==> config.mk <==
export PLATFORM = sky130hd
export DESIGN_NAME = pixel_bram_loader
export DESIGN_NICKNAME = d
export VERILOG_FILES = /design/src/rtl/pixel_bram_loader.sv
export SDC_FILE = /design/constraint.sdc
export NUM_CORES = 1
export LEC_CHECK = 0
export ABC_AREA = 1
export CAP_MARGIN = 40
export CORE_MARGIN = 5
export CORE_UTILIZATION = 56
export CTS_CLUSTER_DIAMETER = 60
export DETAILED_ROUTE_END_ITERATION = 7
export GPL_TIMING_DRIVEN = 1
export PLACE_DENSITY = 0.82
export SYNTH_ARGS = -nofsm -noshare
export SYNTH_HDL_FRONTEND = slang
export SYNTH_SLANG_ARGS = --single-unit
==> constraint.sdc <==
create_clock -name clk -period 3 [get_ports clk]
set_clock_uncertainty 0.1 [all_clocks]
set_input_delay 0.75 -clock clk [delete_from_list [all_inputs] [get_ports clk]]
set_output_delay 0.75 -clock clk [all_outputs]
set_load 0.01 [all_outputs]
### Where the registers sit

Scale bar: 50 µm. Other sequential cells in the stronger gray, the rest of the logic in the fainter gray.
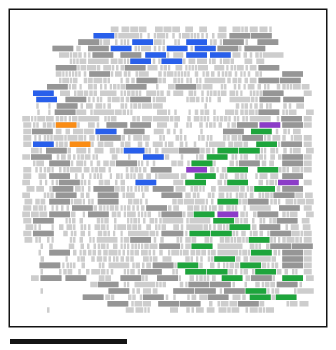
[orange] `state_r` | flops: 2
[purple] `bram_we_o` | flops: 4 | where: middle right
[green] `pack_r` | flops: 32
[blue] `base_r` | flops: 18
not colored: 108
Reg area: 4110 µm²
Seq group: 3.28 mW
final core utilization: 71.2%
flop share of the area: 37.8%

### The metal 4 layer

Scale bar: 50 µm.
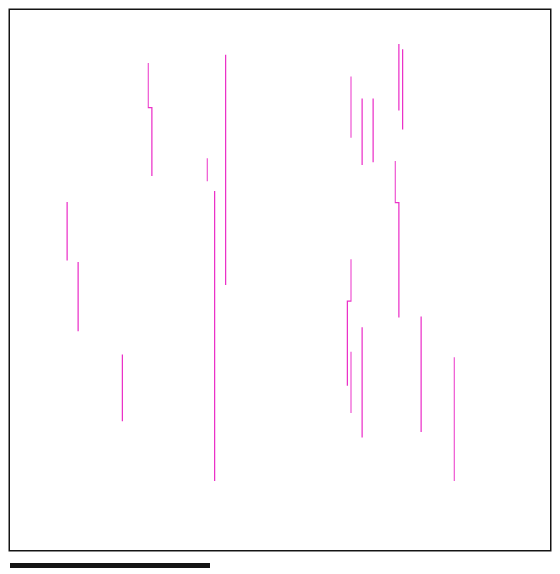
longest straight run: 72.1 µm
main direction: vertical
share of all routed wire: 2.1%
wire length on this layer: 467 µm
nets with wire on the layer: 14
wirelength, routed: 22.0 mm
Vias: 7942

==> results.sh <==
# implementation run metrics
export IMPL_syn_inst=1110
export IMPL_initial_utilization_pct=57.1
export IMPL_cts_sinks=164
export IMPL_grt_overflow=0
export IMPL_cts_resized=3
export IMPL_cp_depth=22
export IMPL_grtUsageMet1_pct=34.5
export IMPL_total_leakage_power_nw=5.06
export IMPL_clk_pin_slew_worst_paths_ps=70
export IMPL_hold_buffers=0
export IMPL_yosys_area_top_type_share_pct=47.1
export IMPL_power_density_nw_per_um2=849
export IMPL_endpoint_kind="register"
export IMPL_period_needed_ps=2950
export IMPL_grt_use_met2_pct=38.7
export IMPL_synth_most_common_cell="nand2_1"
export IMPL_drtIter0Drc=832
export IMPL_ys_cells=1110
export IMPL_synthToLayoutAreaGrowth_pct=24.7
export IMPL_grt_pass1_wl_mm=36.1
export IMPL_cts_tree="done"
export IMPL_rsz0062_at_grt="yes"
export IMPL_ys_seq_share_pct=47.1
export IMPL_track_usage_pct=24.6
export IMPL_drive_gt1_share_pct=9.71
export IMPL_setup_ws_ps=49.9
export IMPL_min_path_type="input pin to asynchronous set/reset pin"
export IMPL_ys_ff=164
export IMPL_buffer_ports_inserted=106
export IMPL_antenna_left=0
export IMPL_vias_per_cell=5.45
export IMPL_dp_slack_ps=-63.4
export IMPL_cts_setup_buffers=1
export IMPL_grt_max_degree=61
export IMPL_die_width_um=135
export IMPL_ys_sh_simple_pct=25.4
export IMPL_final_cell_mix="nand2_1 (308), dfrtp_1 (163), inv_1 (159), clkdlybuf4s50_1 (105), o22ai_1 (76)"
export IMPL_status="finished clean"
[power by group]
part / switching (mW) / internal [mW] / leakage, nW
Clock: 0.989 / 1.18 / 0.282
Sequential: 0.433 / 2.84 / 2.17
Combinational: 2.15 / 1.63 / 2.61
[cell type report]
| cell class | instances | area (µm²) |
|---|---|---|
| Timing Repair Buffer | 139 | 1380 |
| Sequential cell | 164 | 4110 |
| Clock buffer | 17 | 425 |
| Tap cell | 211 | 264 |
| Multi-Input combinational cell | 742 | 3900 |
| Inverter | 169 | 634 |
| Clock inverter | 15 | 160 |
| Fill cell | 1168 | 4390 |
Power is estimated from default activity; no workload was simulated.
